--- src/rtl/dcache_pkg.sv ---
// Shared types and default widths for the data-cache controller.
//
// Contents:
//   instr_type_t  - CPU request kind (READ / WRITE)
//   state_t       - controller FSM states (IDLE / WB / FILL / RESP)
//   *_DEF         - default parameter values for the controller
package dcache_pkg;

    localparam int NUM_LINES_DEF = 8;
    localparam int ADDR_W_DEF    = 16;
    localparam int WORD_W_DEF    = 16;
    localparam int BLOCK_W_DEF   = 32;

    typedef enum logic {
        READ  = 1'b0,
        WRITE = 1'b1
    } instr_type_t;

    typedef enum logic [1:0] {
        IDLE = 2'd0,
        WB   = 2'd1,
        FILL = 2'd2,
        RESP = 2'd3
    } state_t;

endpackage

--- src/rtl/dcache_line_array.sv ---
// Tag / valid / dirty / data storage for a direct-mapped cache.
//
// Ports:
//   clk, rst               clock, async active-high reset (clears valid/dirty)
//   rd_idx                 combinational read index
//   rd_tag/valid/dirty/data contents of line rd_idx
//   wr_idx                 write index (shared by all write enables)
//   wr_line_en, wr_line    data write
//   wr_tag_en, wr_tag      tag write
//   wr_valid_en, wr_valid  valid-bit write
//   wr_dirty_en, wr_dirty  dirty-bit write
module dcache_line_array #(
    parameter int NUM_LINES = 8,
    parameter int IDX_W     = $clog2(NUM_LINES),
    parameter int TAG_W     = 11,
    parameter int BLOCK_W   = 32
) (
    input  logic               clk,
    input  logic               rst,
    input  logic [IDX_W-1:0]   rd_idx,
    output logic [TAG_W-1:0]   rd_tag,
    output logic               rd_valid,
    output logic               rd_dirty,
    output logic [BLOCK_W-1:0] rd_data,
    input  logic [IDX_W-1:0]   wr_idx,
    input  logic               wr_line_en,
    input  logic [BLOCK_W-1:0] wr_line,
    input  logic               wr_tag_en,
    input  logic [TAG_W-1:0]   wr_tag,
    input  logic               wr_valid_en,
    input  logic               wr_valid,
    input  logic               wr_dirty_en,
    input  logic               wr_dirty
);

    logic [NUM_LINES-1:0] valid_q, valid_d;
    logic [NUM_LINES-1:0] dirty_q, dirty_d;
    logic [TAG_W-1:0]     tag_q  [NUM_LINES];
    logic [BLOCK_W-1:0]   data_q [NUM_LINES];

    // NOTE: every output of a combinational block gets a default first, so
    // no path leaves it unassigned and no latch is inferred.
    always_comb begin
        valid_d = valid_q;
        dirty_d = dirty_q;
        if (wr_valid_en) valid_d[wr_idx] = wr_valid;
        if (wr_dirty_en) dirty_d[wr_idx] = wr_dirty;
    end

    // NOTE: sequential state uses non-blocking assignments so every flop
    // samples its pre-edge inputs regardless of block ordering.
    always_ff @(posedge clk or posedge rst) begin
        if (rst) begin
            valid_q <= '0;
            dirty_q <= '0;
        end else begin
            valid_q <= valid_d;
            dirty_q <= dirty_d;
        end
    end

    // NOTE: tag/data storage is deliberately not reset; the cleared valid
    // bits make its contents irrelevant and keep it mappable to RAM.
    always_ff @(posedge clk) begin
        if (wr_line_en) data_q[wr_idx] <= wr_line;
        if (wr_tag_en)  tag_q[wr_idx]  <= wr_tag;
    end

    assign rd_tag   = tag_q[rd_idx];
    assign rd_valid = valid_q[rd_idx];
    assign rd_dirty = dirty_q[rd_idx];
    assign rd_data  = data_q[rd_idx];

endmodule

--- src/rtl/dcache_mem_ctrl.sv ---
// Direct-mapped, write-back, write-allocate data-cache controller.
// Accepts one CPU request at a time, writes back a dirty victim, fills the
// line from word-addressed block RAM, then answers with a one-cycle pulse.
//
// Ports:
//   clk, rst                        clock, async active-high reset
//   cpu_req_valid/ready             request handshake (ready only in IDLE)
//   cpu_req_type, cpu_addr, cpu_wdata  request contents, latched at accept
//   cpu_resp_valid, cpu_rdata, cpu_resp_err  one-cycle response
//   mem_addr, mem_wdata             block-aligned address / victim line
//   mem_store_req, mem_store_done   writeback handshake (level req)
//   mem_load_req, mem_load_done, mem_rdata  fill handshake (level req)
//   hit_cnt, miss_cnt               saturating counters, only when
//                                   CACHE_STATS_EN is defined
module dcache_mem_ctrl
    import dcache_pkg::*;
#(
    parameter int NUM_LINES = NUM_LINES_DEF,
    parameter int ADDR_W    = ADDR_W_DEF,
    parameter int WORD_W    = WORD_W_DEF,
    parameter int BLOCK_W   = BLOCK_W_DEF
) (
    input  logic               clk,
    input  logic               rst,
    input  logic               cpu_req_valid,
    output logic               cpu_req_ready,
    input  instr_type_t        cpu_req_type,
    input  logic [ADDR_W-1:0]  cpu_addr,
    input  logic [WORD_W-1:0]  cpu_wdata,
    output logic               cpu_resp_valid,
    output logic [WORD_W-1:0]  cpu_rdata,
    output logic               cpu_resp_err,
    output logic [ADDR_W-1:0]  mem_addr,
    output logic [BLOCK_W-1:0] mem_wdata,
    output logic               mem_store_req,
    input  logic               mem_store_done,
    output logic               mem_load_req,
    input  logic               mem_load_done,
    input  logic [BLOCK_W-1:0] mem_rdata
`ifdef CACHE_STATS_EN
    ,
    output logic [15:0]        hit_cnt,
    output logic [15:0]        miss_cnt
`endif
);

    localparam int IDX_W = $clog2(NUM_LINES);
    localparam int TAG_W = ADDR_W - 2 - IDX_W;

    state_t            state_q,     state_d;
    logic [TAG_W-1:0]  req_tag_q,   req_tag_d;
    logic [IDX_W-1:0]  req_idx_q,   req_idx_d;
    logic              req_hw_q,    req_hw_d;
    instr_type_t       req_type_q,  req_type_d;
    logic [WORD_W-1:0] req_wdata_q, req_wdata_d;
    logic              err_q,       err_d;
    logic [WORD_W-1:0] rdata_q,     rdata_d;

    logic [IDX_W-1:0]   lk_idx;
    logic [TAG_W-1:0]   lk_tag;
    logic [TAG_W-1:0]   arr_tag;
    logic               arr_valid;
    logic               arr_dirty;
    logic [BLOCK_W-1:0] arr_data;
    logic               hit;

    logic               wr_line_en;
    logic [BLOCK_W-1:0] wr_line;
    logic               wr_tag_en;
    logic               wr_valid_en;
    logic               wr_valid;
    logic               wr_dirty_en;
    logic               wr_dirty;

    function automatic logic [WORD_W-1:0] select_hw(input logic [BLOCK_W-1:0] line,
                                                    input logic sel);
        return sel ? line[BLOCK_W-1 -: WORD_W] : line[WORD_W-1:0];
    endfunction

    function automatic logic [BLOCK_W-1:0] merge_hw(input logic [BLOCK_W-1:0] line,
                                                    input logic [WORD_W-1:0] wd,
                                                    input logic sel);
        logic [BLOCK_W-1:0] res;
        res = line;
        if (sel) res[BLOCK_W-1 -: WORD_W] = wd;
        else     res[WORD_W-1:0]          = wd;
        return res;
    endfunction

    // The lookup must happen in the accept cycle, before the request is
    // latched, so IDLE indexes straight from the CPU address.
    assign lk_idx = (state_q == IDLE) ? cpu_addr[IDX_W+1:2]        : req_idx_q;
    assign lk_tag = (state_q == IDLE) ? cpu_addr[ADDR_W-1:IDX_W+2] : req_tag_q;
    assign hit    = arr_valid && (arr_tag == lk_tag);

    dcache_line_array #(
        .NUM_LINES (NUM_LINES),
        .IDX_W     (IDX_W),
        .TAG_W     (TAG_W),
        .BLOCK_W   (BLOCK_W)
    ) u_lines (
        .clk         (clk),
        .rst         (rst),
        .rd_idx      (lk_idx),
        .rd_tag      (arr_tag),
        .rd_valid    (arr_valid),
        .rd_dirty    (arr_dirty),
        .rd_data     (arr_data),
        .wr_idx      (lk_idx),
        .wr_line_en  (wr_line_en),
        .wr_line     (wr_line),
        .wr_tag_en   (wr_tag_en),
        .wr_tag      (req_tag_q),
        .wr_valid_en (wr_valid_en),
        .wr_valid    (wr_valid),
        .wr_dirty_en (wr_dirty_en),
        .wr_dirty    (wr_dirty)
    );

    always_comb begin
        state_d     = state_q;
        req_tag_d   = req_tag_q;
        req_idx_d   = req_idx_q;
        req_hw_d    = req_hw_q;
        req_type_d  = req_type_q;
        req_wdata_d = req_wdata_q;
        err_d       = err_q;
        rdata_d     = rdata_q;
        wr_line_en  = 1'b0;
        wr_line     = arr_data;
        wr_tag_en   = 1'b0;
        wr_valid_en = 1'b0;
        wr_valid    = 1'b0;
        wr_dirty_en = 1'b0;
        wr_dirty    = 1'b0;

        case (state_q)
            IDLE: begin
                if (cpu_req_valid) begin
                    req_tag_d   = cpu_addr[ADDR_W-1:IDX_W+2];
                    req_idx_d   = cpu_addr[IDX_W+1:2];
                    req_hw_d    = cpu_addr[1];
                    req_type_d  = cpu_req_type;
                    req_wdata_d = cpu_wdata;
                    err_d       = cpu_addr[0];
                    rdata_d     = '0;
                    if (cpu_addr[0]) begin
                        state_d = RESP;
                    end else if (hit) begin
                        if (cpu_req_type == READ) begin
                            rdata_d = select_hw(arr_data, cpu_addr[1]);
                        end else begin
                            wr_line_en  = 1'b1;
                            wr_line     = merge_hw(arr_data, cpu_wdata, cpu_addr[1]);
                            wr_dirty_en = 1'b1;
                            wr_dirty    = 1'b1;
                        end
                        state_d = RESP;
                    end else if (arr_valid && arr_dirty) begin
                        state_d = WB;
                    end else begin
                        state_d = FILL;
                    end
                end
            end
            WB: begin
                if (mem_store_done) begin
                    wr_dirty_en = 1'b1;
                    wr_dirty    = 1'b0;
                    state_d     = FILL;
                end
            end
            FILL: begin
                if (mem_load_done) begin
                    wr_line_en  = 1'b1;
                    wr_tag_en   = 1'b1;
                    wr_valid_en = 1'b1;
                    wr_valid    = 1'b1;
                    // Fill clears dirty; a store merged into the fill re-dirties it.
                    wr_dirty_en = 1'b1;
                    wr_dirty    = (req_type_q == WRITE);
                    if (req_type_q == WRITE) begin
                        wr_line = merge_hw(mem_rdata, req_wdata_q, req_hw_q);
                    end else begin
                        wr_line = mem_rdata;
                        rdata_d = select_hw(mem_rdata, req_hw_q);
                    end
                    state_d = RESP;
                end
            end
            RESP:    state_d = IDLE;
            default: state_d = IDLE;
        endcase
    end

    always_ff @(posedge clk or posedge rst) begin
        if (rst) begin
            state_q     <= IDLE;
            req_tag_q   <= '0;
            req_idx_q   <= '0;
            req_hw_q    <= 1'b0;
            req_type_q  <= READ;
            req_wdata_q <= '0;
            err_q       <= 1'b0;
            rdata_q     <= '0;
        end else begin
            state_q     <= state_d;
            req_tag_q   <= req_tag_d;
            req_idx_q   <= req_idx_d;
            req_hw_q    <= req_hw_d;
            req_type_q  <= req_type_d;
            req_wdata_q <= req_wdata_d;
            err_q       <= err_d;
            rdata_q     <= rdata_d;
        end
    end

    assign cpu_req_ready  = (state_q == IDLE);
    assign cpu_resp_valid = (state_q == RESP);
    assign cpu_resp_err   = (state_q == RESP) && err_q;
    assign cpu_rdata      = rdata_q;
    assign mem_store_req  = (state_q == WB);
    assign mem_load_req   = (state_q == FILL);

    // In WB the array still holds the victim, so its tag forms the address.
    always_comb begin
        mem_addr  = '0;
        mem_wdata = '0;
        case (state_q)
            WB: begin
                mem_addr  = {arr_tag, req_idx_q, 2'b00};
                mem_wdata = arr_data;
            end
            FILL:    mem_addr = {req_tag_q, req_idx_q, 2'b00};
            default: ;
        endcase
    end

`ifdef CACHE_STATS_EN
    logic [15:0] hit_cnt_q,  hit_cnt_d;
    logic [15:0] miss_cnt_q, miss_cnt_d;
    logic        accept_aligned;

    always_comb begin
        hit_cnt_d      = hit_cnt_q;
        miss_cnt_d     = miss_cnt_q;
        accept_aligned = (state_q == IDLE) && cpu_req_valid && !cpu_addr[0];
        if (accept_aligned && hit && (hit_cnt_q != 16'hFFFF))
            hit_cnt_d = hit_cnt_q + 16'd1;
        if (accept_aligned && !hit && (miss_cnt_q != 16'hFFFF))
            miss_cnt_d = miss_cnt_q + 16'd1;
    end

    always_ff @(posedge clk or posedge rst) begin
        if (rst) begin
            hit_cnt_q  <= '0;
            miss_cnt_q <= '0;
        end else begin
            hit_cnt_q  <= hit_cnt_d;
            miss_cnt_q <= miss_cnt_d;
        end
    end

    assign hit_cnt  = hit_cnt_q;
    assign miss_cnt = miss_cnt_q;
`endif

endmodule

--- config.mk ---
export PLATFORM = sky130hd
export DESIGN_NAME = dcache_mem_ctrl
export DESIGN_NICKNAME = d
export VERILOG_FILES = /design/src/rtl/dcache_pkg.sv /design/src/rtl/dcache_line_array.sv /design/src/rtl/dcache_mem_ctrl.sv
export SDC_FILE = /design/constraint.sdc
export NUM_CORES = 1
export LEC_CHECK = 0
export CORE_MARGIN = 10
export CORE_UTILIZATION = 53
export CTS_CLUSTER_SIZE = 25
export DETAILED_ROUTE_END_ITERATION = 6
export PLACE_DENSITY = 0.76
export REMOVE_ABC_BUFFERS = 1
export SYNTH_ARGS = -nofsm -noshare
export SYNTH_HDL_FRONTEND = slang
export SYNTH_SLANG_ARGS = --single-unit
--- constraint.sdc ---
create_clock -name clk -period 5.35 [get_ports clk]
set_input_delay 0.8025 -clock clk [delete_from_list [all_inputs] [get_ports clk]]
set_output_delay 0.8025 -clock clk [all_outputs]
set_load 0.005 [all_outputs]
### PDN straps and rails, run 1

(2 px per µm) Pins as bars on the die edge. Tap cells in gray.
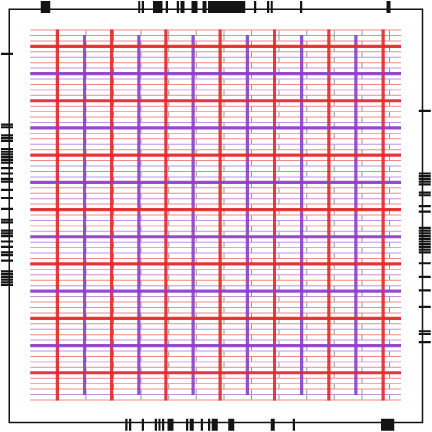
VSS -> red
VDD -> purple
signal pins = 139
rows = 68

### Placed cells, one color a class, run 1

(2 px per µm) Fill, decap, tap and diode cells in gray.
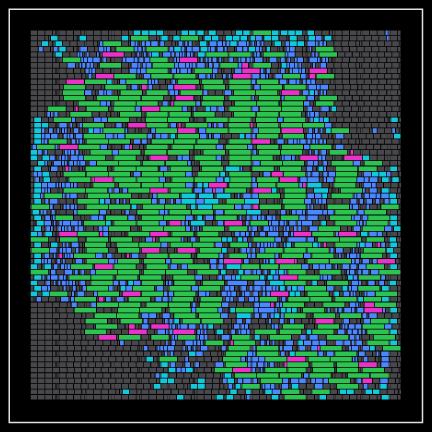
combinational and other logic -> blue  # cells 898
flops -> green  # cells 411
other buffers and delay cells -> cyan  # cells 216
clock drivers and dummy loads -> magenta  # cells 78

### Clock network drawn from the DEF, run 1

(2 px per µm)
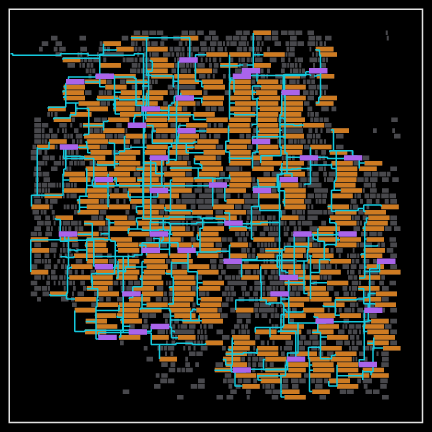
clock drivers -> purple  # count 42
flip-flops -> orange  # count 411
clock wires -> cyan  # length 4,390 µm
routed clock nets = 43

==> Implementation_results.wiki, run 1 <==
=== Synthesis and place and route ===
{| class="wikitable"
! Metric !! Value
|-
| Sequential logic power || 0.00520 W
|-
| Net load switching power || 0.00586 W
|-
| Core box area || 34,300 µm²
|-
| Largest stage delay on the critical path || between 0.4 and 0.5 ns
|-
| Comb area || 5960 µm²
|-
| Number of setup violations in the final report || 0
|-
| Number of detailed-routing iterations run before antenna repair || 7
|-
| Combined area of all synthesized cells || 18,300 µm²
|-
| Xor-xnor portion of the synthesized cell area || 0.191%
|-
| P_comb || around 0.0068 W
|-
| Number of antenna cells inserted || 0
|-
| Cell types with the highest counts after synthesis || 344 x sky130_fd_sc_hd__edfxtp_1, 178 x sky130_fd_sc_hd__nand2_1, 79 x sky130_fd_sc_hd__clkbuf_1
|-
| Flops after synth || 411
|-
| Pin slew with the least headroom to its limit || 1.17 ns
|-
| Clock insertion delay at the later pin of the skew report || 0.55 ns
|-
| Final hold violation count || 0
|-
| Number of enable flip-flop cells || roughly 340
|-
| Launching element type of the critical path || register
|-
| Gpl congestion || 0.915
|-
| Biggest Area Class || flip-flops and latches
|-
| DP Worst Slack || 0.151 ns
|-
| Proportion of synthesized flip-flops having asynchronous set or reset || between 10% and 20%
|-
| Leakage component of the power || 7.73 nW
|-
| Buffers inserted during post-CTS setup optimization || 0
|-
| CP endpoint || mem_wdata[19]
|-
| # rows || 68
|-
| Resize count post-CTS || 0
|-
| Via count || 13,800
|-
| Chip Footprint || 42,400 µm²
|-
| Final-stage net count || 1,643
|-
| Port-buffer cells || 136
|-
| R2r startpoint || state_q[0]
|-
| Crit path launch || state_q[0]
|-
| TritonCTS clock tree || done
|-
| Post-detailed-placement half-perimeter wirelength || 34.9 mm
|-
| CP Capture Type || primary output
|-
| Width of the die || 206 µm
|-
| Maximum clock rate || 195 MHz
|-
| Reg2Reg Depth || 12
|-
| Cell with the most instances after synthesis || sky130_fd_sc_hd__edfxtp_1
|-
| Data arrival time of the worst path || between 4 and 5 ns
|-
| Count of instantiated cells in the yosys netlist || 1,412
|-
| Most frequent logic cells in the routed design || 344 x sky130_fd_sc_hd__edfxtp_1, 177 x sky130_fd_sc_hd__nand2_1, 135 x sky130_fd_sc_hd__clkdlybuf4s50_1, 67 x sky130_fd_sc_hd__dfrtp_1
|-
| Dominant non-sequential cell family after synthesis || AND-OR/OR-AND gates
|-
| Cell count along the critical path || 11
|-
| Number of primary I/O pins || 139
|-
| Maximum capacitance violations || 0
|-
| Largest registers ranked by flip-flop count || u_lines.data_q (256), u_lines.tag_q (88)
|-
| DR top layer || met4
|-
| All-layer global routing usage || 26.5%
|-
| Clock sink count || a little over 400
|-
| Area fraction of the dominant cell type after synthesis || between 50% and 60%
|-
| ANT nets after route || 0
|-
| Minimum setup slack among reg-to-reg paths || 0.51 ns
|-
| Number of violations reported at the end of detailed-routing iteration 0 || 1,953
|-
| Ratio of final minimum period to clock period || between 90 and 100%
|-
| Internal power consumption || 0.00905 W
|-
| Commonest register cell after synthesis || sky130_fd_sc_hd__edfxtp_1
|-
| Count of filler cells inserted in the layout || approximately 2,500
|-
| Max FO, Critical Path || 31
|-
| Area growth from synthesis to layout || 20.9%
|-
| Register fraction of the total cell area || 54.2%
|-
| Peak-usage layer in the global routing report || met2
|-
| Clock skew || about 0.031 ns
|-
| Portion of the post-synthesis area used by sequential elements || between 60% and 70%
|-
| Stage-log warning count || 28
|-
| Hold Path Stages || 1
|-
| Non-clock inverter count || 16
|-
| Total grt overflow || 0
|-
| Die y size || 206 µm
|-
| CTS root buffer || sky130_fd_sc_hd__clkbuf_16
|-
| Portion of netlist area occupied by mux cells || 5.20%
|-
| TritonCTS Buffers || around 42
|-
| Power dissipated in the clock network || 0.00293 W
|-
| Start-to-end type of the worst setup path || reg2out
|-
| WHS || approximately 0.46 ns
|-
| Register with the most flip-flops || u_lines.data_q
|-
| Global-route wire length before repair || 85.2 mm
|-
| Max-slew headroom || between 20% and 30%
|-
| Multi-input logic portion of the cell area || 26.9%
|-
| Worst Setup Slack, final || around 0.21 ns
|-
| Number of flip-flops and latches || 411
|-
| Met3 usage || 5.47%
|-
| Drt via density || 6.70
|-
| Largest delay share family, worst path || buffers and inverters
|-
| Gate Count Post-Synth || ~1,400
|-
| Sw Ratio || 39.3%
|-
| Critical path cell sequence || inv_1, ha_4, mux2_4, buf_4, buf_4, nor2_2, buf_4, a222oi_1, nand3_1, and2_1, clkdlybuf4s50_1
|-
| Multi-input gates || slightly below 900
|-
| Simple-gate share of the synthesized area || approximately an eighth
|-
| Maximum root-to-sink buffer count || 3
|-
| Init Core Util || 53.4%
|-
| FF-to-FF End || u_lines.data_q[1][30]
|-
| Crit-path most repeated cell || sky130_fd_sc_hd__buf_4
|-
| Share of final layout cell area taken by non-clock buffers || 9.69%
|-
| Unrepaired setup endpoints after global routing || no
|-
| Vias in the first global route || approximately 14,000
|-
| Outcome || complete, no violations
|-
| Cell Count, Final, Fillers Out || 2,058
|-
| Cell taking the most area after synthesis || sky130_fd_sc_hd__edfxtp_1
|-
| Peak VDD IR || 0.000406 V
|-
| Number of warnings reported in the yosys synthesis log || 0
|-
| Well-Tap Cells || 455
|-
| # hold bufs at CTS || 0
|-
| Final cell utilization of the core || about 65%
|-
| Count of plain and timing-repair buffers in the layout || 216
|-
| Post-DP Area || 20,700 µm²
|-
| Total non-filler cell area in the finished layout || about 22,000 µm²
|-
| Final Max-Slew Violation Tally || 0
|-
| Register Area || 12,000 µm²
|-
| Setup TNS after final layout || 0 ns
|-
| Slowest-stage cell, CP || sky130_fd_sc_hd__clkdlybuf4s50_1
|-
| Met2 Track Usage GR || 44.1%
|-
| Portion of the layout cell area used by clock cells || under 10%
|-
| Clock network fraction of total power || 19.7%
|-
| Share of final-layout standard cells stronger than drive strength 1 || between 10% and 20%
|-
| DRC viols || 0
|-
| Wire length per cell || 27.6 µm
|-
| Largest net degree at the start of global routing || 50
|-
| Mapped Avg Cell Area || 13.0 µm²
|-
| Number of placed cells counting well taps || 1,980
|-
| Most frequent logic cell in the layout || sky130_fd_sc_hd__edfxtp_1
|-
| Number of clock buffer instances in the layout || 55
|-
| Path type of the worst min-delay path || reg2reg
|-
| Number of buffers and inverters on the critical path || 5
|-
| Fraction of met1 tracks used by global routing || 33.7%
|-
| Number of antenna violations at the first check in global routing || 1
|-
| Register share of total power || 34.9%
|-
| Flip-flop count of the largest register after layout || 256
|-
| Summed standard-cell area reported by yosys || between 15,000 and 20,000 µm²
|-
| Combinational share of power || 45.5%
|-
| Met2 wire len || between 20 and 30 mm
|-
| Worst hold endpoint || u_lines.valid_q[2]
|-
| Fa+ha+maj area frac || 0.273%
|-
| Number of library cell types mapped by synthesis || 70
|-
| Required time at the worst-slack endpoint || 4.55 ns
|-
| Top power consumer group || combinational logic
|-
| Top area cells in the synthesized netlist || sky130_fd_sc_hd__edfxtp_1 56%, sky130_fd_sc_hd__dfrtp_1 9.2%, sky130_fd_sc_hd__nand2_1 3.6%, sky130_fd_sc_hd__mux2i_1 2.7%, sky130_fd_sc_hd__mux2_2 2.5%
|-
| Area fraction in compound gates || 14.2%
|}
==> run 1 -> run 2 <==
--- a/config.mk
+++ b/config.mk
@@ -5,12 +5,14 @@
 export SDC_FILE = /design/constraint.sdc
 export NUM_CORES = 1
 export LEC_CHECK = 0
+export CAP_MARGIN = 0
 export CORE_MARGIN = 10
-export CORE_UTILIZATION = 53
+export CORE_UTILIZATION = 59
 export CTS_CLUSTER_SIZE = 25
 export DETAILED_ROUTE_END_ITERATION = 6
-export PLACE_DENSITY = 0.76
+export PLACE_DENSITY = 0.8
 export REMOVE_ABC_BUFFERS = 1
 export SYNTH_ARGS = -nofsm -noshare
 export SYNTH_HDL_FRONTEND = slang
 export SYNTH_SLANG_ARGS = --single-unit
+export TNS_END_PERCENT = 100
==> constraint.sdc (replaced) <==
create_clock -name clk -period 5.6 [get_ports clk]
set_input_delay 0.84 -clock clk [delete_from_list [all_inputs] [get_ports clk]]
set_output_delay 0.84 -clock clk [all_outputs]
set_load 0.005 [all_outputs]
==> run 2 against run 1 <==
Core utilization increased by 6.9 points. Sequential power decreased by 4.2%. Critical path depth decreased by 1. Synthesized cell count unchanged. Register-to-register slack improved by 0.03 ns. Clock power decreased by 6%. Non-clock buffer count decreased by 18. First-iteration DRC count increased by 15%. Synthesized area unchanged. Routed wire length decreased by 1.6%. Critical endpoint is now mem_wdata[2].
==> Implementation_results.wiki, run 2 <==
=== Synthesis and place and route ===
{| class="wikitable"
! Metric !! Value
|-
| Outcome || complete, no violations (unchanged)
|-
| FF-to-FF End || u_lines.data_q[4][12] (was u_lines.data_q[1][30])
|-
| Number of violations reported at the end of detailed-routing iteration 0 || 2,253 (was 1,953)
|-
| Flops after synth || 411 (unchanged)
|-
| Via count || 14,000 (was 13,800)
|-
| Number of detailed-routing iterations run before antenna repair || 6 (was 7)
|-
| Total non-filler cell area in the finished layout || 21,800 µm² (was 22,100 µm²)
|-
| Register Area || 12,000 µm² (unchanged)
|-
| Stage-log warning count || 28 (unchanged)
|-
| Minimum setup slack among reg-to-reg paths || 0.54 ns (was 0.51 ns)
|-
| TritonCTS Buffers || 43 (was 42)
|-
| Buffers inserted during post-CTS setup optimization || 0 (unchanged)
|-
| Clock network fraction of total power || 19.4% (was 19.7%)
|-
| Count of instantiated cells in the yosys netlist || 1,412 (unchanged)
|-
| Number of clock buffer instances in the layout || 63 (was 55)
|-
| Share of final-layout standard cells stronger than drive strength 1 || 13.0% (was 14.2%)
|-
| Area fraction of the dominant cell type after synthesis || 56.4% (unchanged)
|-
| Xor-xnor portion of the synthesized cell area || 0.191% (unchanged)
|-
| Gpl congestion || 0.905 (was 0.915)
|-
| Top power consumer group || combinational logic (unchanged)
|-
| Dominant non-sequential cell family after synthesis || AND-OR/OR-AND gates (unchanged)
|-
| Leakage component of the power || 7.60 nW (was 7.73 nW)
|-
| Hold Path Stages || 1 (unchanged)
|-
| Total grt overflow || 0 (unchanged)
|-
| Simple-gate share of the synthesized area || 11.8% (unchanged)
|-
| Top area cells in the synthesized netlist || sky130_fd_sc_hd__edfxtp_1 56%, sky130_fd_sc_hd__dfrtp_1 9.2%, sky130_fd_sc_hd__nand2_1 3.6%, sky130_fd_sc_hd__mux2i_1 2.7%, sky130_fd_sc_hd__mux2_2 2.5% (unchanged)
|-
| Number of buffers and inverters on the critical path || 4 (was 5)
|-
| Clock skew || 0.0201 ns (was 0.0305 ns)
|-
| Clock insertion delay at the later pin of the skew report || 0.56 ns (was 0.55 ns)
|-
| Non-clock inverter count || 16 (unchanged)
|-
| Flip-flop count of the largest register after layout || 256 (unchanged)
|-
| CP Capture Type || primary output (unchanged)
|-
| Unrepaired setup endpoints after global routing || no (unchanged)
|-
| Cell Count, Final, Fillers Out || 1,981 (was 2,058)
|-
| Post-detailed-placement half-perimeter wirelength || 33.6 mm (was 34.9 mm)
|-
| Crit-path most repeated cell || sky130_fd_sc_hd__buf_4 (unchanged)
|-
| Sequential logic power || 0.00498 W (was 0.00520 W)
|-
| R2r startpoint || state_q[0] (unchanged)
|-
| Post-DP Area || 20,500 µm² (was 20,700 µm²)
|-
| Met2 Track Usage GR || 44.6% (was 44.1%)
|-
| Combined area of all synthesized cells || 18,300 µm² (unchanged)
|-
| Peak VDD IR || 0.000302 V (was 0.000406 V)
|-
| WHS || 0.467 ns (was 0.460 ns)
|-
| Area fraction in compound gates || 14.2% (unchanged)
|-
| Global-route wire length before repair || 83.6 mm (was 85.2 mm)
|-
| P_comb || 0.00637 W (was 0.00678 W)
|-
| Area growth from synthesis to layout || 19.3% (was 20.9%)
|-
| Proportion of synthesized flip-flops having asynchronous set or reset || 16.3% (unchanged)
|-
| Comb area || 5960 µm² (about the same)
|-
| DRC viols || 0 (unchanged)
|-
| Cell count along the critical path || 10 (was 11)
|-
| Largest net degree at the start of global routing || 53 (was 50)
|-
| Cell types with the highest counts after synthesis || 344 x sky130_fd_sc_hd__edfxtp_1, 178 x sky130_fd_sc_hd__nand2_1, 79 x sky130_fd_sc_hd__clkbuf_1 (unchanged)
|-
| Drt via density || 7.05 (was 6.70)
|-
| DP Worst Slack || 0.312 ns (was 0.151 ns)
|-
| Final hold violation count || 0 (unchanged)
|-
| Most frequent logic cell in the layout || sky130_fd_sc_hd__edfxtp_1 (unchanged)
|-
| Number of flip-flops and latches || 411 (unchanged)
|-
| Largest stage delay on the critical path || 0.63 ns (was 0.46 ns)
|-
| Core box area || 30,600 µm² (was 34,300 µm²)
|-
| Width of the die || 196 µm (was 206 µm)
|-
| Register with the most flip-flops || u_lines.data_q (unchanged)
|-
| Cell with the most instances after synthesis || sky130_fd_sc_hd__edfxtp_1 (unchanged)
|-
| Number of warnings reported in the yosys synthesis log || 0 (unchanged)
|-
| Maximum clock rate || 186 MHz
|-
| Max-slew headroom || 11.7% (was 22.0%)
|-
| Largest registers ranked by flip-flop count || u_lines.data_q (256), u_lines.tag_q (88) (unchanged)
|-
| Count of filler cells inserted in the layout || 2,010 (was 2,457)
|-
| Worst Setup Slack, final || 0.227 ns (was 0.210 ns)
|-
| Pin slew with the least headroom to its limit || 1.33 ns (was 1.17 ns)
|-
| Final Max-Slew Violation Tally || 0 (unchanged)
|-
| Fraction of met1 tracks used by global routing || 36.6% (was 33.7%)
|-
| ANT nets after route || 0 (unchanged)
|-
| Summed standard-cell area reported by yosys || 18,300 µm² (unchanged)
|-
| Register fraction of the total cell area || 55.0% (was 54.2%)
|-
| Setup TNS after final layout || 0 ns (unchanged)
|-
| Crit path launch || state_q[0] (unchanged)
|-
| # rows || 64 (was 68)
|-
| Number of antenna cells inserted || 0 (unchanged)
|-
| # hold bufs at CTS || 0 (unchanged)
|-
| Critical path cell sequence || inv_1, ha_4, mux2_2, buf_4, nor2_2, buf_4, a222oi_1, and3b_1, nor2b_1, clkdlybuf4s50_1 (was inv_1, ha_4, mux2_4, buf_4, buf_4, nor2_2, buf_4, a222oi_1, nand3_1, and2_1, clkdlybuf4s50_1)
|-
| Vias in the first global route || 13,900 (was 13,800)
|-
| Reg2Reg Depth || 13 (was 12)
|-
| Worst hold endpoint || u_lines.valid_q[5] (was u_lines.valid_q[2])
|-
| Portion of netlist area occupied by mux cells || 5.20% (unchanged)
|-
| Number of library cell types mapped by synthesis || 70 (unchanged)
|-
| DR top layer || met4 (unchanged)
|-
| Slowest-stage cell, CP || sky130_fd_sc_hd__mux2_2 (was sky130_fd_sc_hd__clkdlybuf4s50_1)
|-
| Met2 wire len || 26.6 mm (was 27.5 mm)
|-
| Multi-input logic portion of the cell area || 27.3% (was 26.9%)
|-
| Multi-input gates || 882 (unchanged)
|-
| Share of final layout cell area taken by non-clock buffers || 9.03% (was 9.69%)
|-
| Met3 usage || 6.05% (was 5.47%)
|-
| Number of antenna violations at the first check in global routing || 0 (was 1)
|-
| Maximum capacitance violations || 0 (unchanged)
|-
| All-layer global routing usage || 28.0% (was 26.5%)
|-
| Sw Ratio || 39.8% (was 39.3%)
|-
| Maximum root-to-sink buffer count || 3 (unchanged)
|-
| Number of enable flip-flop cells || 344 (unchanged)
|-
| Final cell utilization of the core || 71.4% (was 64.5%)
|-
| Start-to-end type of the worst setup path || reg2out (unchanged)
|-
| Cell taking the most area after synthesis || sky130_fd_sc_hd__edfxtp_1 (unchanged)
|-
| Required time at the worst-slack endpoint || 4.76 ns (was 4.55 ns)
|-
| Net load switching power || 0.00560 W (was 0.00586 W)
|-
| Die y size || 196 µm (was 206 µm)
|-
| Peak-usage layer in the global routing report || met2 (unchanged)
|-
| Portion of the layout cell area used by clock cells || 6.17% (was 6.29%)
|-
| Number of primary I/O pins || 139 (unchanged)
|-
| Path type of the worst min-delay path || reg2reg (unchanged)
|-
| Gate Count Post-Synth || 1,412 (unchanged)
|-
| CTS root buffer || sky130_fd_sc_hd__clkbuf_16 (unchanged)
|-
| Port-buffer cells || 136 (unchanged)
|-
| Register share of total power || 35.3% (was 34.9%)
|-
| Count of plain and timing-repair buffers in the layout || 198 (was 216)
|-
| Fa+ha+maj area frac || 0.273% (unchanged)
|-
| Well-Tap Cells || 396 (was 455)
|-
| CP endpoint || mem_wdata[2] (was mem_wdata[19])
|-
| Chip Footprint || 38,500 µm² (was 42,400 µm²)
|-
| Resize count post-CTS || 0 (unchanged)
|-
| Most frequent logic cells in the routed design || 344 x sky130_fd_sc_hd__edfxtp_1, 177 x sky130_fd_sc_hd__nand2_1, 135 x sky130_fd_sc_hd__clkdlybuf4s50_1, 67 x sky130_fd_sc_hd__dfrtp_1, 65 x sky130_fd_sc_hd__nand3_1 (was 344 x sky130_fd_sc_hd__edfxtp_1, 177 x sky130_fd_sc_hd__nand2_1, 135 x sky130_fd_sc_hd__clkdlybuf4s50_1, 67 x sky130_fd_sc_hd__dfrtp_1)
|-
| Init Core Util || 59.8% (was 53.4%)
|-
| Combinational share of power || 45.2% (was 45.5%)
|-
| Ratio of final minimum period to clock period || 95.9%
|-
| Largest delay share family, worst path || buffers and inverters (unchanged)
|-
| Commonest register cell after synthesis || sky130_fd_sc_hd__edfxtp_1 (unchanged)
|-
| Wire length per cell || 28.2 µm (was 27.6 µm)
|-
| Launching element type of the critical path || register (unchanged)
|-
| Max FO, Critical Path || 25 (was 31)
|}
### PDN straps and rails, run 2

(2 px per µm) Pins as bars on the die edge. Tap cells in gray.
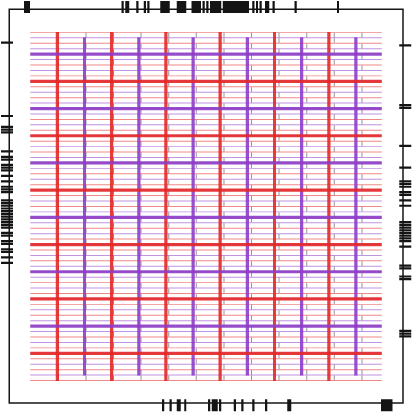
VSS -> red
VDD -> purple
met5 straps = 12
signal pins = 139
met4 straps = 12
rows = 64
tap cells = 396

### Clock network drawn from the DEF, run 2

(2 px per µm)
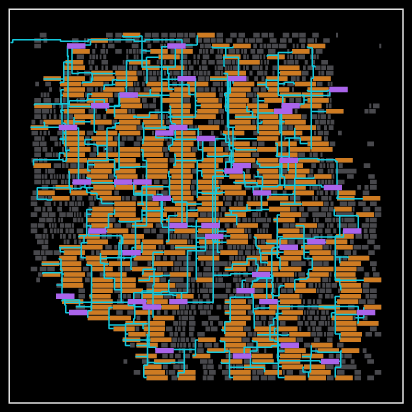
clock wires -> cyan  # length 4,500 µm
clock drivers -> purple  # count 43
flip-flops -> orange  # count 411
routed clock nets = 44

Power is estimated from default activity; no workload was simulated.
